===== src/rtl/dmem_port_arbiter_if.sv =====
// Bus bundle between the issue-side memory pipes, the arbiter and the DataMem port.
// The slave modport is the arbiter's view; master is the requester/memory side.
interface dmem_port_arbiter_if #(
  parameter int NUM_REQ = 4,
  parameter int DATA_W  = 32
);
  logic [NUM_REQ-1:0]        req_valid;
  logic [NUM_REQ-1:0]        req_rw;
  logic [4*NUM_REQ-1:0]      req_sel;
  logic [DATA_W*NUM_REQ-1:0] req_addr;
  logic [DATA_W*NUM_REQ-1:0] req_wdata;
  logic [NUM_REQ-1:0]        req_ready;
  logic [NUM_REQ-1:0]        rsp_valid;
  logic [DATA_W-1:0]         rsp_rdata;
  logic                      rsp_err;
  logic                      DataMem_access;
  logic                      DataMem_RW;
  logic [3:0]                DataMem_Select;
  logic [DATA_W-1:0]         DataMem_Address;
  logic [DATA_W-1:0]         WriteDataMem;
  logic [DATA_W-1:0]         ReadDataMem;
  logic                      DataMem_Ready;

  modport slave (
    input  req_valid, req_rw, req_sel, req_addr, req_wdata, ReadDataMem, DataMem_Ready,
    output req_ready, rsp_valid, rsp_rdata, rsp_err,
           DataMem_access, DataMem_RW, DataMem_Select, DataMem_Address, WriteDataMem
  );

  modport master (
    output req_valid, req_rw, req_sel, req_addr, req_wdata, ReadDataMem, DataMem_Ready,
    input  req_ready, rsp_valid, rsp_rdata, rsp_err,
           DataMem_access, DataMem_RW, DataMem_Select, DataMem_Address, WriteDataMem
  );
endinterface


===== src/rtl/dmem_port_arbiter.sv =====
// Round-robin arbiter sharing one DataMem port among NUM_REQ requesters (IDLE->ACCESS->RESP).
// Optional access timeout compiled in with `define DMEM_ARB_TIMEOUT_EN.
module dmem_port_arbiter #(
  parameter int NUM_REQ     = 4,
  parameter int DATA_W      = 32,
  parameter int TIMEOUT_CYC = 255
) (
  input  logic              clk,
  input  logic              rst,
  input  logic              flush,
  dmem_port_arbiter_if.slave bus
);
  localparam int IDW = (NUM_REQ > 1) ? $clog2(NUM_REQ) : 1;

  typedef enum logic [1:0] {IDLE, ACCESS, RESP} state_t;

  state_t             state;
  logic [IDW-1:0]     rr_ptr;
  logic [IDW-1:0]     cur_id;
  logic               rw_q;
  logic [3:0]         sel_q;
  logic [DATA_W-1:0]  addr_q;
  logic [DATA_W-1:0]  wdata_q;
  logic               acc_q;
  logic               dropped;
  logic [NUM_REQ-1:0] rsp_vld_q;
  logic               err_q;
  logic [DATA_W-1:0]  rdata_q;

  logic [NUM_REQ-1:0] gnt;
  logic [IDW-1:0]     gnt_id;
  logic [IDW-1:0]     idx;
  logic               gnt_any;
  logic               to_hit;

`ifdef DMEM_ARB_TIMEOUT_EN
  localparam int TW = ($clog2(TIMEOUT_CYC + 1) > 8) ? $clog2(TIMEOUT_CYC + 1) : 8;
  logic [TW-1:0] to_cnt;

  // Count is zero in the first ACCESS cycle, so the hit lands on cycle TIMEOUT_CYC.
  always_ff @(posedge clk or negedge rst) begin
    if (!rst)                 to_cnt <= '0;
    else if (state == IDLE)   to_cnt <= '0;
    else if (state == ACCESS) to_cnt <= to_cnt + TW'(1);
  end

  assign to_hit = (to_cnt == TW'(TIMEOUT_CYC - 1));
`else
  // Without the timeout the access waits for Ready indefinitely.
  assign to_hit = (TIMEOUT_CYC < 0);
`endif

  // Search starts just after the last winner so every requester gets a turn.
  always_comb begin
    gnt     = '0;
    gnt_id  = rr_ptr;
    gnt_any = 1'b0;
    idx     = '0;
    if (state == IDLE && !flush) begin
      for (int k = 1; k <= NUM_REQ; k++) begin
        idx = IDW'((int'(rr_ptr) + k) % NUM_REQ);
        if (!gnt_any && bus.req_valid[idx]) begin
          gnt[idx] = 1'b1;
          gnt_id   = idx;
          gnt_any  = 1'b1;
        end
      end
    end
  end

  always_ff @(posedge clk or negedge rst) begin
    if (!rst) begin
      state     <= IDLE;
      rr_ptr    <= IDW'(NUM_REQ - 1);
      cur_id    <= '0;
      rw_q      <= 1'b0;
      sel_q     <= '0;
      addr_q    <= '0;
      wdata_q   <= '0;
      acc_q     <= 1'b0;
      dropped   <= 1'b0;
      rsp_vld_q <= '0;
      err_q     <= 1'b0;
      rdata_q   <= '0;
    end else begin
      case (state)
        IDLE: begin
          if (gnt_any) begin
            cur_id  <= gnt_id;
            rr_ptr  <= gnt_id;
            rw_q    <= bus.req_rw[gnt_id];
            sel_q   <= bus.req_sel[gnt_id*4 +: 4];
            addr_q  <= bus.req_addr[gnt_id*DATA_W +: DATA_W];
            wdata_q <= bus.req_wdata[gnt_id*DATA_W +: DATA_W];
            acc_q   <= 1'b1;
            dropped <= 1'b0;
            state   <= ACCESS;
          end
        end
        ACCESS: begin
          // A flushed store still completes on the bus; only its response is dropped.
          if (flush) dropped <= 1'b1;
          if (bus.DataMem_Ready || to_hit) begin
            acc_q     <= 1'b0;
            rdata_q   <= (bus.DataMem_Ready && !rw_q) ? bus.ReadDataMem : '0;
            err_q     <= !bus.DataMem_Ready && !(dropped || flush);
            rsp_vld_q <= (dropped || flush) ? '0 : (NUM_REQ'(1) << cur_id);
            state     <= RESP;
          end
        end
        RESP: begin
          rsp_vld_q <= '0;
          err_q     <= 1'b0;
          rdata_q   <= '0;
          state     <= IDLE;
        end
        default: state <= IDLE;
      endcase
    end
  end

  assign bus.req_ready       = gnt;
  assign bus.rsp_valid       = rsp_vld_q & {NUM_REQ{~flush}};
  assign bus.rsp_err         = err_q & ~flush;
  assign bus.rsp_rdata       = rdata_q;
  assign bus.DataMem_access  = acc_q;
  assign bus.DataMem_RW      = rw_q;
  assign bus.DataMem_Select  = sel_q;
  assign bus.DataMem_Address = addr_q;
  assign bus.WriteDataMem    = wdata_q;
endmodule


===== src/flat_wrapper.sv =====
// flat-port wrapper written by rule: the top's interface ports become plain ports
module dmem_port_arbiter_flat 
#(
  parameter int NUM_REQ     = 4,
  parameter int DATA_W      = 32,
  parameter int TIMEOUT_CYC = 255
)
  (clk, rst, flush, bus_req_valid, bus_req_rw, bus_req_sel, bus_req_addr, bus_req_wdata, bus_ReadDataMem, bus_DataMem_Ready, bus_req_ready, bus_rsp_valid, bus_rsp_rdata, bus_rsp_err, bus_DataMem_access, bus_DataMem_RW, bus_DataMem_Select, bus_DataMem_Address, bus_WriteDataMem);
  dmem_port_arbiter_if #(.NUM_REQ(NUM_REQ), .DATA_W(DATA_W)) bus_i ();
  input  logic clk;
  input  logic rst;
  input  logic flush;
  input wire logic [$bits(bus_i.req_valid)-1:0] bus_req_valid;
  input wire logic [$bits(bus_i.req_rw)-1:0] bus_req_rw;
  input wire logic [$bits(bus_i.req_sel)-1:0] bus_req_sel;
  input wire logic [$bits(bus_i.req_addr)-1:0] bus_req_addr;
  input wire logic [$bits(bus_i.req_wdata)-1:0] bus_req_wdata;
  input wire logic [$bits(bus_i.ReadDataMem)-1:0] bus_ReadDataMem;
  input wire logic [$bits(bus_i.DataMem_Ready)-1:0] bus_DataMem_Ready;
  output wire logic [$bits(bus_i.req_ready)-1:0] bus_req_ready;
  output wire logic [$bits(bus_i.rsp_valid)-1:0] bus_rsp_valid;
  output wire logic [$bits(bus_i.rsp_rdata)-1:0] bus_rsp_rdata;
  output wire logic [$bits(bus_i.rsp_err)-1:0] bus_rsp_err;
  output wire logic [$bits(bus_i.DataMem_access)-1:0] bus_DataMem_access;
  output wire logic [$bits(bus_i.DataMem_RW)-1:0] bus_DataMem_RW;
  output wire logic [$bits(bus_i.DataMem_Select)-1:0] bus_DataMem_Select;
  output wire logic [$bits(bus_i.DataMem_Address)-1:0] bus_DataMem_Address;
  output wire logic [$bits(bus_i.WriteDataMem)-1:0] bus_WriteDataMem;
  assign bus_i.req_valid = bus_req_valid;
  assign bus_i.req_rw = bus_req_rw;
  assign bus_i.req_sel = bus_req_sel;
  assign bus_i.req_addr = bus_req_addr;
  assign bus_i.req_wdata = bus_req_wdata;
  assign bus_i.ReadDataMem = bus_ReadDataMem;
  assign bus_i.DataMem_Ready = bus_DataMem_Ready;
  assign bus_req_ready = bus_i.req_ready;
  assign bus_rsp_valid = bus_i.rsp_valid;
  assign bus_rsp_rdata = bus_i.rsp_rdata;
  assign bus_rsp_err = bus_i.rsp_err;
  assign bus_DataMem_access = bus_i.DataMem_access;
  assign bus_DataMem_RW = bus_i.DataMem_RW;
  assign bus_DataMem_Select = bus_i.DataMem_Select;
  assign bus_DataMem_Address = bus_i.DataMem_Address;
  assign bus_WriteDataMem = bus_i.WriteDataMem;
  dmem_port_arbiter #(.NUM_REQ(NUM_REQ), .DATA_W(DATA_W), .TIMEOUT_CYC(TIMEOUT_CYC)) u_core (.clk(clk), .rst(rst), .flush(flush), .bus(bus_i));
endmodule

===== config.mk =====
export PLATFORM = sky130hd
export DESIGN_NAME = dmem_port_arbiter_flat
export DESIGN_NICKNAME = d
export VERILOG_FILES = /design/src/rtl/dmem_port_arbiter_if.sv /design/src/rtl/dmem_port_arbiter.sv /design/src/flat_wrapper.sv
export SDC_FILE = /design/constraint.sdc
export NUM_CORES = 1
export LEC_CHECK = 0
export CAP_MARGIN = 20
export CORE_AREA = 2 2 165 167
export DETAILED_ROUTE_END_ITERATION = 12
export DIE_AREA = 0 0 167 169
export PLACE_DENSITY_LB_ADDON = 0.05
export SYNTH_ARGS = -nofsm -noshare
export SYNTH_HDL_FRONTEND = slang
export SYNTH_SLANG_ARGS = --single-unit

===== constraint.sdc =====
create_clock -name clk -period 5.35 [get_ports clk]
set_clock_uncertainty 0.05 [all_clocks]
set_input_delay 0.535 -clock clk [delete_from_list [all_inputs] [get_ports clk]]
set_output_delay 0.535 -clock clk [all_outputs]
set_load 0.01 [all_outputs]

==> images/cell_classes.png <==
Bar = 50 um.
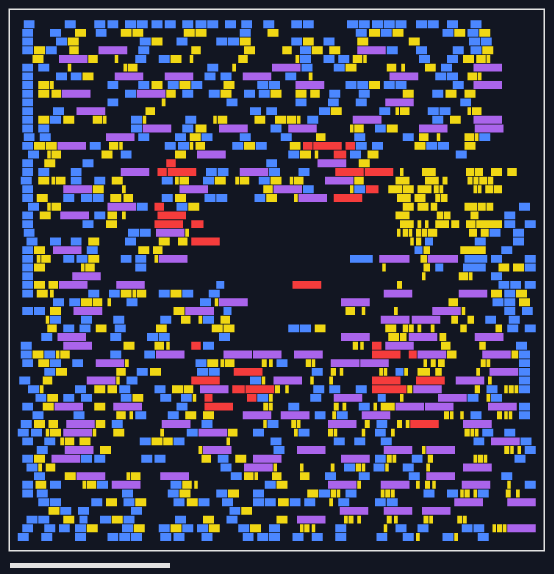
class	colour	cells	share of their area
all other logic	yellow	462	30%
flip-flops	purple	114	26%
other buffers and delay cells	blue	437	39%
clock drivers and dummy loads	red	32	5.3%

==> images/clock_map.png <==
Bar = 50 um.
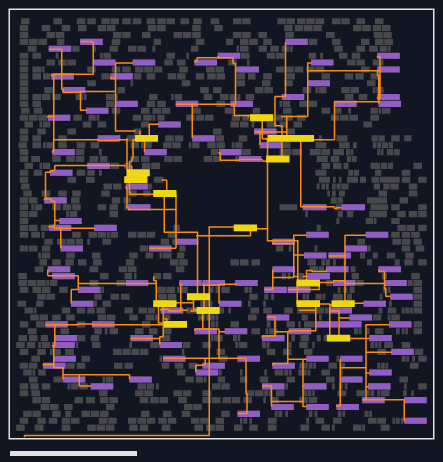
[flip-flops] purple | count: 114
[cells driving clock nets] yellow | count: 17
[clock wires] orange | length: 2070 um
flops lie	spread over the die

==> impl_metrics.ini <==
; generated from flow reports
[grt]
grt_use_total = 0.193
met1_usage = 0.213

[floorplanning]
num_rows = 60

[setup_path]
critPathArrivalTime_ns = 3.37
r2r_start = u_core.rr_ptr[0]
rr_worst_depth = 7
cpPeakStageDelay_ns = 0.70
critical-path-top-delay-family = buffers and inverters
cp-end-kind = primary output
path_class = reg2out
cp_slowest_cell = dfstp_2

[run_status]
status = complete, no violations

[final_timing]
finalWorstSetupSlack_ns = 1.39
setup_violations = 0

[placed_design]
placed_cell_area_um2 = 11000
numPlacedInstances = 1353

[clocking]
root_buffer = clkbuf_16
clk_pin_slew_worst_paths_ns = 0.06

[synthesis]
yosysWarnings = 0
yosysSeqAreaShare = 0.449
aoi_share = 0.150
yosysUniqueCellTypes = 38

[layout]
drive_gt1_frac = 0.0526
area_growth_pct = 81.8

[detailed_routing]
post_drt_wl_per_cell_um = 20.0

[run]
warning_count = 33

[power_and_ir_drop]
vdd_drop_max_mv = 0.572
-- per-stage QoR --
stage | total power [W] | utilization
finish | 0.00572 | 0.436
CTS | 0.00582 | 0.436
global placement | 0.00461 | 0.413
floorplan | 0.00315 | -
detailed placement | 0.00461 | 0.413
global route | 0.00610 | 0.436
-- worst max path at each step --
stage / end / slack, ns / cells past startpoint / startpoint
6_report: bus_req_ready[3] / 1.39 / 7 / u_core.rr_ptr[0]
5_1_grt: bus_req_ready[1] / 1.19 / 7 / u_core.rr_ptr[0]
2_1_floorplan: bus_req_ready[0] / 2.64 / 7 / u_core.rr_ptr[0]
3_3_place_gp: u_core.bus.WriteDataMem[0] / 1.68 / 8 / bus_req_valid[1]
4_1_cts: bus_req_ready[3] / 1.37 / 7 / u_core.rr_ptr[0]
3_5_place_dp: u_core.bus.DataMem_Address[10] / 1.66 / 8 / bus_req_valid[0]
-- power breakdown --
group          switching, W  total, W  internal (W)
clock network      0.000490   0.00115      0.000663
registers          0.000243   0.00149       0.00125
logic               0.00149   0.00307       0.00158
total               0.00222   0.00572       0.00349
-- what timing repair did --
| item | in CTS | in global routing |
|---|---|---|
| endpoints found under the hold margin | 12 | 0 |
| hold buffers | 1 | 0 |
| gates resized | 0 | 0 |
-- Yosys cell counts (2+ instances only) --
library cell    n
nand2_1       144
mux2i_1       140
dfrtp_1       112
o221ai_1       69
o21ai_0        38
clkbuf_1       31
buf_2          16
nor2b_1         9
ha_1            8
inv_1           8
a21oi_1         7
a211oi_1        4
a222oi_1        4
buf_6           3
nor2_1          3
nor3b_1         3
a32o_1          2
dfstp_2         2
nand3b_1        2
nor3_1          2
or3_1           2
-- kinds of logic (layout without fill, tap and decap cells) --
kind of cell             after synthesis  after routing
XOR/XNOR                               1              1
adder cells (fa/ha/maj)                8              8
AND-OR/OR-AND                        128            128
multiplexers                         142            142
buffers and inverters                 58            477
flip-flops                           114            114
AND/OR/NAND/NOR                      175            175
other                                  0              2
-- final cells by class --
type,instances,area share
Timing Repair Buffer,437,0.380
Multi-Input combinational cell,454,0.283
Sequential cell,114,0.247
Tap cell,341,0.0369
Clock buffer,17,0.0368
Clock inverter,15,0.0139
Inverter,8,0.00260
Antenna cell,2,0.000433
-- worst min-delay path: stages, from the launching register on --
cell     delay [ns]
dfrtp_1        0.34
nand2_1        0.04
o21ai_0        0.06
-- flip-flops by register name (all words and copies together) (netlist names) --
signal / count
u_core.bus.DataMem_Select: 4
u_core.bus.DataMem_RW: 1
u_core.rsp_vld_q: 4
u_core.dropped: 1
u_core.bus.DataMem_access: 1
u_core.bus.DataMem_Address: 32
u_core.bus.rsp_rdata: 32
u_core.err_q: 1
u_core.state: 2
u_core.bus.WriteDataMem: 32
u_core.cur_id: 2
u_core.rr_ptr: 2
-- per-layer routing --
metal,up-vias,routed length [um]
met2,217,14900
li1,3121,-
met4,2,178
met5,-,11
met3,14,1960
met1,3038,10800
Power and IR drop assume default switching activity.
